Figure 1. Placement density heat map (run 1).
(1.5 px per um) The die is cut into 19 by 19 equal tiles; black is low, pale yellow is high, 0 to 100% covered.
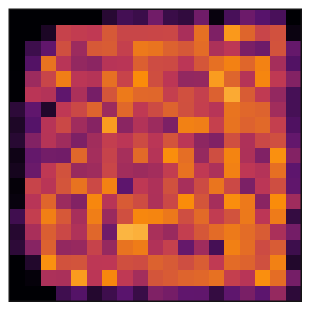
Figure 2. Clock distribution (run 1).
(3 px per um)
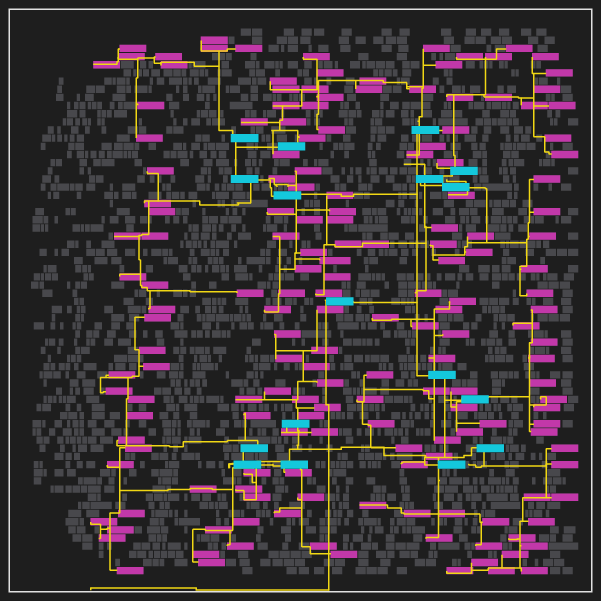
Figure 3. Zoomed window (run 1).
Region (84, 84) to (109, 109) um. Cells in gray, sequential cells in the stronger gray; small squares are vias.
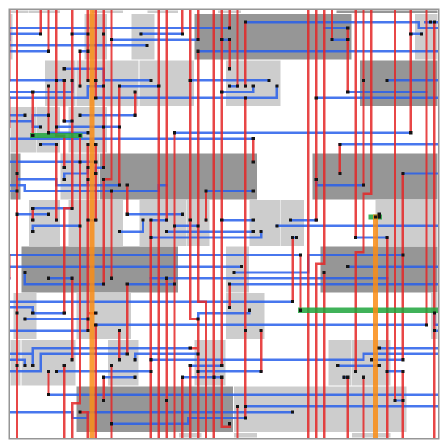
==> config.mk <==
export PLATFORM = sky130hd
export DESIGN_NAME = seq_mul_div_flat
export DESIGN_NICKNAME = d
export VERILOG_FILES = /design/src/rtl/seq_mul_div_pkg.sv /design/src/rtl/seq_mul_div_if.sv /design/src/rtl/seq_mul_div.sv /design/src/flat_wrapper.sv
export SDC_FILE = /design/constraint.sdc
export NUM_CORES = 1
export LEC_CHECK = 0
export CAP_MARGIN = 15
export CORE_MARGIN = 4
export CORE_UTILIZATION = 45
export CTS_CLUSTER_DIAMETER = 40
export DETAILED_ROUTE_END_ITERATION = 12
export GPL_TIMING_DRIVEN = 0
export HOLD_SLACK_MARGIN = 0.12
export PLACE_DENSITY_LB_ADDON = 0.05
export REMOVE_ABC_BUFFERS = 1
export SYNTH_ARGS = -nofsm -noshare
export SYNTH_HDL_FRONTEND = slang
export SYNTH_SLANG_ARGS = --single-unit
==> constraint.sdc <==
create_clock -name clk -period 5.3 [get_ports clk]
set_input_delay 0.53 -clock clk [delete_from_list [all_inputs] [get_ports clk]]
set_output_delay 0.53 -clock clk [all_outputs]
set_load 0.01 [all_outputs]
==> out/metrics.yaml, run 1 <==
placement:
  place_area_um2: 17100
  dp_hpwl_um: 44800
  gp_congestion: 0.967
  dp_cells: 2451
  portBuffers: 135
logic_synthesis:
  ys_area_um2: 15500
  synthTopCellsByArea: "dfrtp_1 28%, o21ai_0 6.5%, ha_1 5.6%"
  syn_inst: 1993
  syn_area_per_cell_um2: 7.79
  synthDistinctLibCells: 88
  syn_area_um2: 15500
  flop_cell: "dfrtp_1"
  synth_warnings: 0
  ys.flops: 171
  ys_seq_share_pct: 27.6
  synthTopCellsByCount: "206 x nand2_1, 202 x o21ai_0, 189 x nor2_1"
  postSynth.asyncResetShare_pct: 100
  yosysTopAreaCell: "dfrtp_1"
  synth_stat.cells: 1993
  synth_top_area_share_pct: 27.6
  edf_count: 0
  top_cell: "nand2_1"
sta:
  period_needed_ps: 4620
  max_freq_ghz: 0.217
  tightest_slew_ps: 1170
  slew_violations: 0
  setup_viol: 0
  period_used_pct: 87.1
  rsz0062_at_grt: "false"
  maxSlewHeadroom_pct: 21.5
  timing.final.hold_violations: 0
floorplanning:
  dieHeight_um: 194
  io_pins: 136
  die_w_um: 194
  dieArea_um2: 37500
  row_count: 67
pwr:
  p_seq_share_pct: 23.9
  p_comb_share_pct: 65.9
  irDropWorstVdd_mv: 0.388
  p_leak_nw: 7.05
  internal_power_mw: 6.10
  totalPowerFinal_mw: 12.4
  p_sw_mw: 6.26
  powerDensity_nw_per_um2: 698
  swShare_pct: 50.6
setup_path:
  path_buffers: 1
  crit_cells: 10
  crit_path_end_kind: "flip-flop"
  cp-start-kind: "flip-flop"
  critPathSlowestCell: "a31oi_1"
  reg2reg_depth: 10
  crit_family: "AND-OR/OR-AND gates"
  cp_max_fo: 31
  regToRegSetupSlack_ps: 680
  arrival_ps: 4970
  slowest_delay_ps: 960
  worst_ep_required_time_ps: 5650
  worstPathCellList: "inv_1, ha_1, nor2b_1, o2111ai_1, a211o_1, a2bb2oi_1, a31oi_1, or2_2, a211oi_1, o31ai_1"
  path_class: "flip-flop to flip-flop"
global_routing:
  grt.total_usage_pct: 29.8
  grt_pass1_wl_um: 89500
  antenna_found_initial: 0
  grt-ovfl-total: 0
  grt_pass1_vias: 15000
  grt_max_degree: 114
clock_tree:
  clkSlewWorstSetupHoldPaths_ps: 70
  ctsLongestPathBuffers: 2
  cts.sinks: 171
  cts_tree: "yes"
  post-cts-setup-buffer-count: 0
  h-tree-depth: 4
  clock-root-buffer: "clkbuf_16"
  cts_resized: 0
  cts_buffers: 17
  hold_buffers: 0
finish:
  nFillCells: 3288
  fin_area_um2: 17700
  n_antenna_cell: 0
  layout-drive-gt1-share_pct: 5.26
  largest_reg_flops: 64
  layout.nets: 2166
  finalNonFillerCells: 2482
  synthToLayoutAreaGrowth_pct: 14.2
drt:
  routed_wl_um: 57800
  vias: 15600
  drt-initial-drc-count: 1532
  drc: 0
  antenna_left: 0
  via_per_inst: 6.29
  wl_per_cell_um: 23.3
  drtPass1Iterations: 8
flow_run:
  tool_warnings: 27
  maxCapViolations: 0
hold_path:
  hold_path_class: "flip-flop to flip-flop"
  hold_depth: 2
status:
  status: "complete, no violations"
Notes on Figure 1 above:
- tiles over 75% full: 3.6%
- fullest tile: 84%
- nearly empty tiles: 5.5%
- mean over tiles: 46%
- emptiest ninth of the die: upper left
Core Area: 33800 um^2
Util after Layout: 52.4%
FP Util: 45.9%

Notes on Figure 2 above:
- clock wires: yellow (length 2630 um)
- clock drivers: cyan (count 17)
- flip-flops: magenta (count 171)
- routed clock nets: 18
Clock Power Share: 10.2%
clk ins delay skew pair: 440 ps
clk_skew: 10.8 ps
clock network power: 1.26 mW

Notes on Figure 3 above:
- metal 2: red
- metal 1: blue
- metal 4: orange
- metal 3: green
- most frequent: dfrtp_1 (6), inv_1 (5), nor2_1 (4)
- cells with their middle in the window: 32
- sequential cells in the window: 6

==> run 1: kinds of logic after synthesis <==
| kind of cell | count (synthesis) | synth area share, % |
|---|---|---|
| flops | 171 | 27.6 |
| mux | 71 | 4.61 |
| simple gates | 645 | 20.0 |
| fa+ha+maj | 72 | 5.90 |
| compound gates | 657 | 26.7 |
| xor+xnor | 166 | 9.37 |
| buf+inv | 211 | 5.75 |
==> run 1: tightest hold or removal path, stage by stage (launching register included) <==
cell and delay, ps:
dfrtp_1 340, nand2_1 50, o21ai_0 60
==> run 1: power by group through the flow <==
stage | clock network, mW | logic, mW | registers [mW]
final | 1.26 | 8.15 | 2.96
after global placement | 0 | 7.77 | 2.98
after global routing | 1.32 | 8.99 | 3.03
after CTS | 1.26 | 8.07 | 2.91
after detailed placement | 0 | 8.02 | 2.93
after floorplan | 0 | 5.51 | 2.72
==> run 1: layer usage <==
layer | GRT usage (%) | vias to the layer above | share of wire [%]
met3 | 3.93 | 79 | 6.7
met5 | 0 | - | 0
met2 | 50.0 | 599 | 47
met1 | 40.9 | 7594 | 44
met4 | 7.68 | 0 | 2.7
li1 | - | 7340 | -
==> run 1: per-stage QoR <==
stage	hold WS [ps]	setup TNS [ps]	setup slack (ps)
2_1_floorplan	466	0	138
3_3_place_gp	462	-548020	-2720
3_5_place_dp	470	0	683
4_1_cts	485	0	678
5_1_grt	495	0	429
6_report	478	0	684
==> run 1: area by class of cell <==
| type | instances | area [um^2] | area share, % |
|---|---|---|---|
| sequential | 171 | 4280 | 24.2 |
| inverter | 68 | 263 | 1.48 |
| multi-input combinational | 1611 | 10400 | 58.5 |
| tap | 448 | 561 | 3.16 |
| clock inverter | 8 | 97.6 | 0.551 |
| timing repair buffer | 155 | 1690 | 9.54 |
| clock buffer | 21 | 450 | 2.54 |
==> run 1: placed cells by master (no fill, tap or decap), types with 20 or more instances in the layout <==
master and instances:
a211oi_1 21, nor2_1 185, clkdlybuf4s50_1 135, nor3_1 46, xnor2_1 99, o21ai_0 198, nand4_1 20, dfrtp_1 170
nand2_1 206, inv_1 66, a22oi_1 37, a21oi_1 156, o221ai_1 27, o31ai_1 28, nor4_1 25, mux2i_1 67
ha_1 70, o22ai_1 32, nand3_1 30, xor2_1 67
Figure 4. Clock routing (run 1).
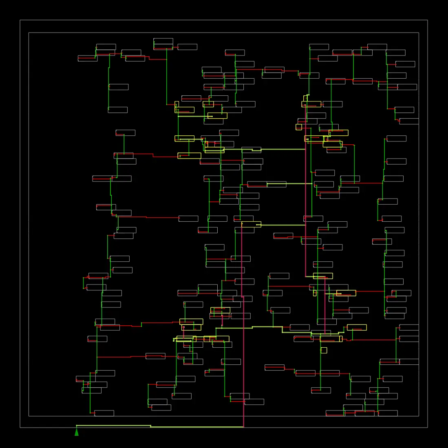

--- run 2 (diff from run 1) ---
--- a/config.mk
+++ b/config.mk
@@ -5,12 +5,12 @@
 export SDC_FILE = /design/constraint.sdc
 export NUM_CORES = 1
 export LEC_CHECK = 0
+export ABC_CLOCK_PERIOD_IN_PS = 5300
 export CAP_MARGIN = 15
 export CORE_MARGIN = 4
 export CORE_UTILIZATION = 45
 export CTS_CLUSTER_DIAMETER = 40
 export DETAILED_ROUTE_END_ITERATION = 12
-export GPL_TIMING_DRIVEN = 0
 export HOLD_SLACK_MARGIN = 0.12
 export PLACE_DENSITY_LB_ADDON = 0.05
 export REMOVE_ABC_BUFFERS = 1
Figure 5. Clock routing (run 2).
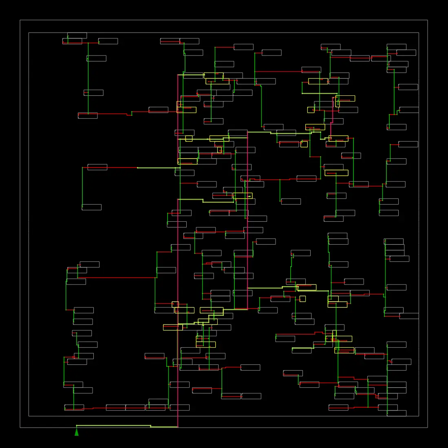
clock network power: 1.37 mW
flop count: 171

==> out/metrics.yaml, run 2 <==
finish:
  largest_reg_flops: 64
  layout_top_cell: "nand2_1"
  lay_top_cells: "206 x nand2_1, 202 x o21ai_0, 188 x nor2_1"
  combGateArea_um2: 10400
  finalNonFillerCells: 2504
  ff_latch_area_um2: 4280
  layout-drive-gt1-share_pct: 6.18
  fin_util_pct: 52.4
clock_tree:
  cts_tree: "yes"
  post-cts-setup-buffer-count: 0
  clkSlewWorstSetupHoldPaths_ps: 80
  hold_buffers: 0
  ctsLongestPathBuffers: 2
  cts.sinks: 171
  h-tree-depth: 4
global_routing:
  grt-busiest-layer: "met2"
  use_met1_pct: 43.5
  grt_max_degree: 100
  grt_pass1_wl_um: 93200
  grt.total_usage_pct: 31.6
  grt-ovfl-total: 0
placement:
  dp_hpwl_um: 46800
  dp_cells: 2472
  portBuffers: 135
status:
  status: "complete, no violations"
sta:
  rsz0062_at_grt: "false"
  setup_viol: 0
  period_needed_ps: 4100
  tightest_slew_ps: 1120
  tns_ps: 0
logic_synthesis:
  synthDistinctLibCells: 88
  synthTopCellsByCount: "206 x nand2_1, 202 x o21ai_0, 189 x nor2_1"
  syn_inst: 1993
  synth_top_area_share_pct: 27.6
  ys.flops: 171
  syn_area_per_cell_um2: 7.79
  synth_stat.cells: 1993
  flop_cell: "dfrtp_1"
  synthTopCellsByArea: "dfrtp_1 28%, o21ai_0 6.5%, ha_1 5.6%"
  postSynth.asyncResetShare_pct: 100
  synth_warnings: 0
setup_path:
  regToRegSetupSlack_ps: 1200
  cp-start-kind: "flip-flop"
  worstPathCellList: "inv_1, nor2_1, ha_1, nand2_1, a2111oi_0, o21ai_0, and2_1, o41ai_1, a31o_2, mux2i_1, o211ai_1"
  cp_max_fo: 16
  slowest_delay_ps: 680
  path_class: "flip-flop to flip-flop"
floorplanning:
  die_w_um: 194
  dieHeight_um: 194
  io_pins: 136
  floorplan.core_util_pct: 45.9
  dieArea_um2: 37500
  row_count: 67
drt:
  via_per_inst: 6.32
  drt-initial-drc-count: 1444
  drc: 0
  routed_wl_um: 61700
  wl_per_cell_um: 24.7
  vias: 15800
flow_run:
  tool_warnings: 25
hold_path:
  hold_path_class: "flip-flop to flip-flop"
  hold_depth: 2
pwr:
  totalPowerFinal_mw: 12.6
  irDropWorstVdd_mv: 0.333
-- run 2: cell counts after synthesis --
Identical to the previous run, type by type.
-- run 2: report_power, final --
group          internal [mW]  leakage [nW]  total, mW  switching [mW]
Combinational           3.42          4.71       8.24            4.82
Clock                  0.758         0.297       1.37           0.609
Sequential              1.94          2.10       2.96            1.02
Total                   6.12          7.11       12.6            6.45
-- run 2: area by class of cell --
type                            instances  area share [%]
Clock buffer                           18            2.48
Clock inverter                         14           0.953
Inverter                               68            1.47
Multi-Input combinational cell       1611            58.4
Sequential cell                       171            24.2
Tap cell                              448            3.16
Timing Repair Buffer                  174            9.35
-- run 2: through the flow --
step	hold slack, ps	setup slack [ps]	cell area [um^2]
final	479	1200	17700
after global routing	498	1010	17700
after CTS	486	1240	17700
after detailed placement	470	1250	17100
after global placement	461	1370	17100
after floorplan	466	138	14900
-- run 2: logic make-up (layout without fill, tap and decap cells) --
kind of cell    Yosys count  in the layout  share of synthesized area, %
compound gates          657            657                          26.7
simple gates            645            645                          20.0
xor+xnor                166            166                          9.37
buf+inv                 211            274                          5.75
fa+ha+maj                72             72                          5.90
flops                   171            171                          27.6
mux                      71             71                          4.61
-- run 2: critical path: cells and delay by family (launching register included) --
family                     cells  cell delay (ps)
buffers and inverters          1              470
muxes                          1              200
DFF                            1              510
and+or+nand+nor                3              530
AOI/OAI and AO/OA              5             1820
adders and majority gates      1              420
-- run 2: layer usage --
layer,part of all wire (%),vias up,wire [um]
li1,-,7395,-
met1,44,7662,27000
met2,47,681,29100
met3,6.8,82,4210
met4,2.3,0,1450
met5,0,-,0
Power is estimated from default activity; no workload was simulated.
